**src/rtl/sseg_pkg.sv**
```systemverilog
// Shared definitions for the multiplexed 7-segment driver: segment bit order
// and the hex-to-segment decode table.
package sseg_pkg;

   localparam int SEG_W      = 8;
   localparam int SEG_A_BIT  = 0;
   localparam int SEG_G_BIT  = 6;
   localparam int SEG_DP_BIT = 7;

   // Active-high {g,f,e,d,c,b,a}; b and d are lower case so they differ from 8 and 0.
   function automatic logic [6:0] seg_decode(input logic [3:0] code);
      logic [6:0] segs;
      case (code)
         4'h0: segs = 7'h3F;
         4'h1: segs = 7'h06;
         4'h2: segs = 7'h5B;
         4'h3: segs = 7'h4F;
         4'h4: segs = 7'h66;
         4'h5: segs = 7'h6D;
         4'h6: segs = 7'h7D;
         4'h7: segs = 7'h07;
         4'h8: segs = 7'h7F;
         4'h9: segs = 7'h6F;
         4'hA: segs = 7'h77;
         4'hB: segs = 7'h7C;
         4'hC: segs = 7'h39;
         4'hD: segs = 7'h5E;
         4'hE: segs = 7'h79;
         default: segs = 7'h71;
      endcase
      return segs;
   endfunction

endpackage

```
**src/rtl/sseg_tick_gen.sv**
```systemverilog
// Scan prescaler: one tick per DIV clocks, plus a guard flag covering the
// first GUARD_CYCLES clocks of every digit slot.
module sseg_tick_gen #(
   parameter int DIV          = 10,
   parameter int GUARD_CYCLES = 2
)(
   input  logic clk,
   input  logic rst,
   output logic o_tick,
   output logic o_guard
);
   localparam int CNT_W = (DIV > 1) ? $clog2(DIV) : 1;

   logic [CNT_W-1:0] r_pre_cnt;

   always_ff @(posedge clk) begin
      if (rst)
         r_pre_cnt <= '0;
      else if (o_tick)
         r_pre_cnt <= '0;
      else
         r_pre_cnt <= r_pre_cnt + 1'b1;
   end

   assign o_tick  = (r_pre_cnt == CNT_W'(DIV - 1));
   assign o_guard = (int'(r_pre_cnt) < GUARD_CYCLES);

endmodule

```
**src/rtl/sseg_scan.sv**
```systemverilog
// Time-multiplexed N-digit 7-segment driver with double-buffered frame,
// hex decode, per-digit blank/DP, PWM brightness and anti-ghost guard.
module sseg_scan
   import sseg_pkg::*;
#(
   parameter int NUM_DIGITS     = 6,
   parameter int CLK_HZ         = 50_000_000,
   parameter int SCAN_HZ        = 1000,
   parameter int GUARD_CYCLES   = 2,
   parameter int BRIGHT_W       = 4,
   parameter int SEG_ACTIVE_LOW = 1,
   parameter int POS_ACTIVE_LOW = 1
)(
   input  logic                    clk,
   input  logic                    rst,
   input  logic [4*NUM_DIGITS-1:0] digits_in,
   input  logic [NUM_DIGITS-1:0]   dp_in,
   input  logic [NUM_DIGITS-1:0]   blank_in,
   input  logic                    load,
   input  logic [BRIGHT_W-1:0]     brightness,
   output logic [SEG_W-1:0]        digit_segs,
   output logic [NUM_DIGITS-1:0]   position,
   output logic                    frame_done
);
   localparam int DIV   = CLK_HZ / SCAN_HZ;
   localparam int IDX_W = (NUM_DIGITS > 1) ? $clog2(NUM_DIGITS) : 1;
   localparam logic [BRIGHT_W-1:0]   PWM_LAST = BRIGHT_W'((2 ** BRIGHT_W) - 2);
   localparam logic [SEG_W-1:0]      SEG_INV  = (SEG_ACTIVE_LOW != 0) ? '1 : '0;
   localparam logic [NUM_DIGITS-1:0] POS_INV  = (POS_ACTIVE_LOW != 0) ? '1 : '0;

   logic                    w_tick;
   logic                    w_guard;
   logic                    w_wrap;
   logic                    w_lit;
   logic                    w_on;
   logic [3:0]              w_code;
   logic                    w_dp;
   logic [NUM_DIGITS-1:0]   w_pos_onehot;
   logic [3:0]              w_code_arr [NUM_DIGITS];

   logic [IDX_W-1:0]        r_idx;
   logic [BRIGHT_W-1:0]     r_pwm_cnt;
   logic [4*NUM_DIGITS-1:0] r_stage_code;
   logic [NUM_DIGITS-1:0]   r_stage_dp;
   logic [NUM_DIGITS-1:0]   r_stage_blank;
   logic                    r_pending;
   logic [4*NUM_DIGITS-1:0] r_shadow_code;
   logic [NUM_DIGITS-1:0]   r_shadow_dp;
   logic [NUM_DIGITS-1:0]   r_shadow_blank;
   logic                    r_frame_done;
   logic [SEG_W-1:0]        r_digit_segs;
   logic [NUM_DIGITS-1:0]   r_position;

   sseg_tick_gen #(
      .DIV          (DIV),
      .GUARD_CYCLES (GUARD_CYCLES)
   ) u_tick_gen (
      .clk     (clk),
      .rst     (rst),
      .o_tick  (w_tick),
      .o_guard (w_guard)
   );

   assign w_wrap = w_tick && (r_idx == IDX_W'(NUM_DIGITS - 1));

   always_ff @(posedge clk) begin
      if (rst) begin
         r_idx     <= '0;
         r_pwm_cnt <= '0;
      end else begin
         if (w_tick)
            r_idx <= (r_idx == IDX_W'(NUM_DIGITS - 1)) ? '0 : r_idx + 1'b1;
         r_pwm_cnt <= (r_pwm_cnt == PWM_LAST) ? '0 : r_pwm_cnt + 1'b1;
      end
   end

   // Shadow only changes on the frame_done cycle, so a frame is never torn.
   always_ff @(posedge clk) begin
      if (rst) begin
         r_stage_code   <= '0;
         r_stage_dp     <= '0;
         r_stage_blank  <= '1;
         r_pending      <= 1'b0;
         r_shadow_code  <= '0;
         r_shadow_dp    <= '0;
         r_shadow_blank <= '1;
      end else if (r_frame_done) begin
         if (load) begin
            r_shadow_code  <= digits_in;
            r_shadow_dp    <= dp_in;
            r_shadow_blank <= blank_in;
         end else if (r_pending) begin
            r_shadow_code  <= r_stage_code;
            r_shadow_dp    <= r_stage_dp;
            r_shadow_blank <= r_stage_blank;
         end
         r_pending <= 1'b0;
      end else if (load) begin
         r_stage_code  <= digits_in;
         r_stage_dp    <= dp_in;
         r_stage_blank <= blank_in;
         r_pending     <= 1'b1;
      end
   end

   // Digit 0 is the leftmost, so it drives the MSB of the position bus.
   for (genvar gi = 0; gi < NUM_DIGITS; gi++) begin : g_digit
      assign w_code_arr[gi]   = r_shadow_code[4*gi +: 4];
      assign w_pos_onehot[gi] = (r_idx == IDX_W'(NUM_DIGITS - 1 - gi));
   end

   assign w_code = w_code_arr[r_idx];
   assign w_dp   = r_shadow_dp[r_idx];
   assign w_lit  = (brightness > r_pwm_cnt);
   assign w_on   = w_lit && !w_guard && !r_shadow_blank[r_idx];

   always_ff @(posedge clk) begin
      if (rst) begin
         r_frame_done <= 1'b0;
         r_digit_segs <= SEG_INV;
         r_position   <= POS_INV;
      end else begin
         r_frame_done <= w_wrap;
         r_digit_segs <= (w_on ? {w_dp, seg_decode(w_code)} : '0) ^ SEG_INV;
         r_position   <= (w_on ? w_pos_onehot : '0) ^ POS_INV;
      end
   end

   assign digit_segs = r_digit_segs;
   assign position   = r_position;
   assign frame_done = r_frame_done;

endmodule

```
**config.mk**
```make
export PLATFORM = sky130hd
export DESIGN_NAME = sseg_scan
export DESIGN_NICKNAME = d
export VERILOG_FILES = /design/src/rtl/sseg_pkg.sv /design/src/rtl/sseg_tick_gen.sv /design/src/rtl/sseg_scan.sv
export SDC_FILE = /design/constraint.sdc
export NUM_CORES = 1
export LEC_CHECK = 0
export ABC_AREA = 1
export CORE_MARGIN = 2
export CORE_UTILIZATION = 35
export DETAILED_ROUTE_END_ITERATION = 10
export GPL_TIMING_DRIVEN = 0
export PLACE_DENSITY_LB_ADDON = 0.08
export SYNTH_ARGS = -nofsm -noshare
export SYNTH_HDL_FRONTEND = slang
export SYNTH_SLANG_ARGS = --single-unit
```
**constraint.sdc**
```tcl
create_clock -name clk -period 1.9 [get_ports clk]
set_input_delay 0.38 -clock clk [delete_from_list [all_inputs] [get_ports clk]]
set_output_delay 0.38 -clock clk [all_outputs]
set_load 0.03 [all_outputs]
```
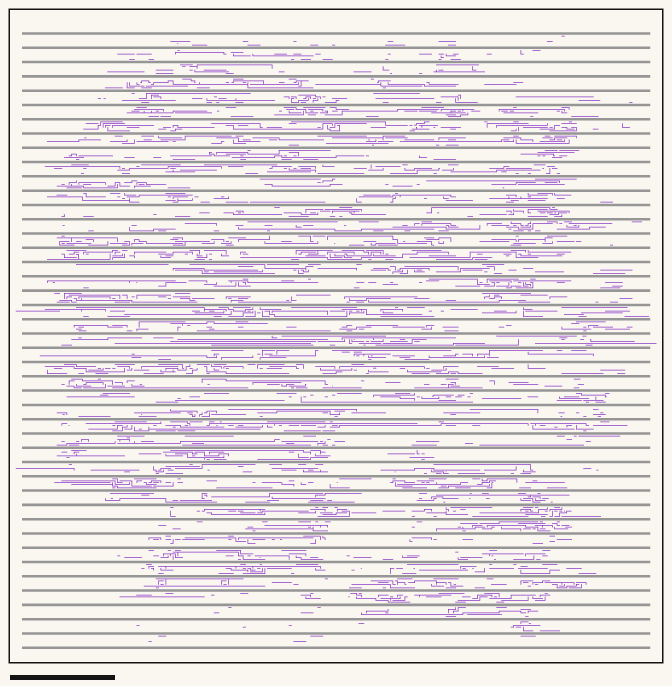
**Above:** the metal 1 layer.
Scale bar: 20 um. Supply wires on this layer in grey.
The layer carries 6280 um of wire. The wires run mostly horizontal. The layer holds 48% of the routed length. 780 nets have wire on it. The longest straight run is 39.6 um.

==> deck_impl_summary.md <==
Key Metrics from the Run

Yosys
  – Most common reg cell: dfxtp_1
  – Mux frac, synth: 0%
  – Syn Area/Cell: around 7.2 sq um
  – Cell Area, Synth: roughly 5000 sq um
  – Chip area in the Yosys report: just over 5000 sq um
  – Yosys Warn Count: 0
  – Yosys Instances: just over 700
  – Seq share, synth: 43.97%
  – Syn Nets: about 760
  – And+or+nand+nor area frac: between 20% and 30%
  – EDFF count, synth: 0
  – Synth cell types: 35
  – Cell type with the largest total area: dfxtp_1
  – Fraction of registers with async set/reset: 0%
  – Complex Gates by Area: roughly 15%
  – Synth top cell by count: nand2_1
  – Syn Inst Count: just over 700
  – Flops after synth: 111
  – Xor/xnor share: 0.3466%
  – Commonest cells post-synth: nand2_1 (241), dfxtp_1 (111), inv_1 (47), o21ai_0 (46), a21oi_1 (44)
  – Post-synth top area share: approximately 44%
  – Largest cells by area after synthesis: dfxtp_1 (44%), nand2_1 (18%), o21ai_0 (4.6%)
  – Largest logic family: simple AND/OR/NAND/NOR gates
  – Fa+ha+maj area frac: 3.466%

Clock network
  – Num CTS Buffers: 9
  – Clock sinks: 111
  – Clock root cell: clkbuf_16
  – H-tree levels: 3
  – Hold buffers post-CTS: 0
  – Clock-pin slew on the worst setup and hold paths: 70 ps
  – Max Buffers Root-to-Sink: 2
  – Clk Latency, worst-skew pair: ~350 ps
  – CTS tree: built

Final layout
  – Share of layout cells above drive strength 1: between 10 and 15%
  – Fin util: between 40% and 50%
  – Design area: ~6400 sq um
  – Ant diodes: 0
  – Layout Nets: roughly 840
  – Area growth from synthesis to layout: 26.29%

STA
  – FMAX: 0.5568 GHz
  – Worst slew margin: about two thirds
  – Post-layout min period: 1796 ps
  – Unrepaired setup endpoints after global routing: yes
  – Cycle use final: about 95%
  – Endpoints failing hold: 0
  – Clock skew: approximately 8.1 ps
  – Setup TNS: 0 ps
  – Least-Margin Pin Slew: ~530 ps
  – Max-slew violations: 0
  – Finish-stage setup viols: 0

Critical path
  – R2R setup slack: approximately 110 ps
  – Critical path capture point type: flip-flop
  – Critical Path Start Type: input port
  – Worst R2R End: digit_segs[3]
  – Worst Reg-to-Reg Cells: 15
  – Worst-path fanout max: 5
  – Worst path arrival time: around 2000 ps
  – Crit path DRT: ~2100 ps
  – Worst R2R Start: r_idx[0]
  – Critical path class: in2reg

Global route
  – Total track usage: about 17%
  – Vias in the first global route: 4511
  – Initial antenna violation count: 0
  – Global route total overflow: 0
  – Largest net degree at the start of global routing: 18
  – First-pass GRT wire length: around 21 mm

Route
  – Total wire length: ~13 mm
  – Vias per inst: between 4 and 5
  – Drt first pass iters: 4
  – DRC Markers: 0
  – Final ANT Viol Nets: 0
  – Wire per inst: roughly 14 um
  – Iteration-0 DRC Markers: around 240
  – DR vias: ~4700

Die
  – Ports: 58
  – Std-Cell Core Area: 13990 sq um
  – Die y size: approximately 120 um
  – Init Core Util: 36.13%
  – Die ar.: ~15000 sq um
  – FP Rows: about 43
  – Width of the die: 124.2 um

Power and ir drop
  – P_leak: 0.002636 uW
  – Logic pwr share: 7.3%
  – Clock power frac: approximately 43%
  – Peak supply drop: 0.3645 mV
  – P_int: between 3000 and 4000 uW
  – Sw Pwr: 1091 uW
  – Switching share of power: around 23%
  – Part of the power in registers: approximately 50%
  – Pwr dens: 754.8 nW/um^2
  – Total Power: between 4000 and 5000 uW

Flow run
  – Tool Warnings: 33
  – Max-Cap Viols: 0

Worst hold path
  – Cell depth of the worst hold path: 3
  – WHS Endpoint: r_pending
  – Hold_sp: load
  – Hold WC Path Type: in2reg

Placement
  – Routability congestion estimate from global placement: between 0.7 and 0.8
  – Area after DPL: 5829 sq um
  – PortBufs: around 55
  – Hpwl dp: between 9 and 10 mm

Run status
  – Status: completed
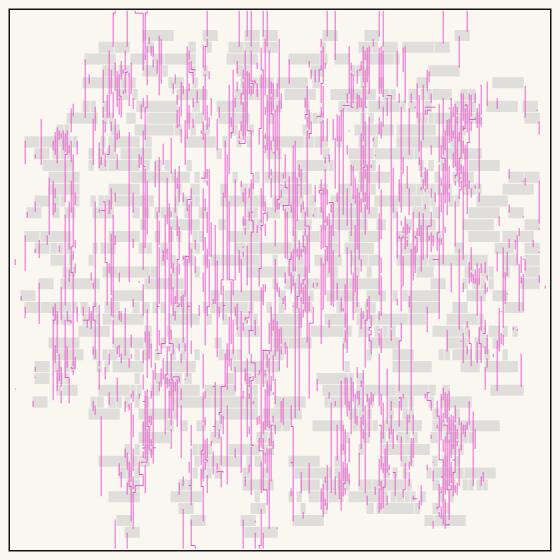
**Above:** met2 routing.
The wires run mostly vertical. The layer holds 47% of the routed length. 653 nets have wire on it. The layer carries 6220 um of wire. The longest straight run is 53.4 um.

## cell usage in the layout (no fill, tap or decap), types with 3 or more instances in the layout
master / Yosys / routed
a21oi_1: 44 / 43
a31oi_1: 30 / 30
buf_2: 13 / 13
buf_4: 3 / 12
buf_6: 3 / 4
clkbuf_1: 18 / 18
clkbuf_16: 0 / 10
clkdlybuf4s50_1: 0 / 54
clkinv_2: 0 / 3
dfxtp_1: 111 / 108
dfxtp_2: 0 / 3
ha_1: 14 / 11
inv_1: 47 / 46
inv_2: 5 / 5
nand2_1: 241 / 239
nand2_2: 8 / 10
nand2_4: 3 / 3
nand3_1: 43 / 43
nor2_1: 41 / 39
nor2_2: 5 / 4
nor2_4: 0 / 4
nor3_1: 6 / 6
o21ai_0: 46 / 44
o221ai_1: 4 / 4
## worst max-delay path, stage by stage
cell and delay (ps):
clkdlybuf4s50_1 420, ha_1 300, nand2_1 100, nor2_2 50, nor2_2 130, nand2_1 60
nand3b_1 170, buf_6 150, nor2_8 150, nand2_2 50, inv_1 40, nand2_1 40
## power by group through the flow
stage / clock [uW] / sequential [uW] / combinational, uW
2_1_floorplan: 0 / 2460 / 191
5_1_grt: 2200 / 2420 / 400
6_report: 2050 / 2410 / 354
3_3_place_gp: 0 / 2460 / 341
3_5_place_dp: 0 / 2460 / 348
4_1_cts: 2110 / 2410 / 349
## registers in the layout, summed over array words and instances (netlist names)
signal,flops
r_pwm_cnt,4
u_tick_gen.r_pre_cnt,16
frame_done,1
r_pending,1
position,6
r_stage_code,24
digit_segs,8
r_shadow_code,24
r_idx,3
r_shadow_blank,6
r_stage_blank,6
r_stage_dp,6
r_shadow_dp,6
## through the flow
stage | cells | hold slack [ps] | setup WS (ps)
floorplan | 706 | 417.5 | 225.1
global placement | 941 | 430.7 | -271.4
detailed placement | 941 | 439.3 | -280.6
CTS | 958 | 420.1 | 4.492
global route | 971 | 439.1 | -15.21
finish | 971 | 427.4 | 104.1
## metal layers
layer	share of wire [%]	track usage, %
met5	0	0
met4	1.1	6.039
met3	4.0	2.656
met2	47	29.54
met1	48	22.58
## cells by family after synthesis
logic type / after synthesis
AND/OR/NAND/NOR: 356
AND-OR/OR-AND: 132
flip-flops: 111
buffers and inverters: 91
adder cells (fa/ha/maj): 14
XOR/XNOR: 2
## how the worst max path moves through the flow
stage                    end           from
2_1_floorplan  digit_segs[3]       r_idx[1]
3_3_place_gp   digit_segs[0]  brightness[3]
3_5_place_dp   digit_segs[0]  brightness[3]
4_1_cts        digit_segs[0]       r_idx[1]
5_1_grt        digit_segs[3]       r_idx[0]
6_report       digit_segs[1]  brightness[3]
## timing repair
action                                  CTS  global route
buffers inserted                          1            12
pin swaps                                 1            12
endpoints found under the setup margin    6             9
gates cloned                              0             2
resized                                   6            24
## cell type report
cell class	instances	area, sq um
Clock buffer	10	239.0
Inverter	54	219.0
Timing Repair Buffer	69	679.4
Sequential cell	111	2226
Buffer	36	196.4
Fill cell	1414	7606
Multi-Input combinational cell	505	2514
Clock inverter	6	83.83
Tap cell	180	225.2
No activity file was given, so power comes from the tool's default toggle rates.
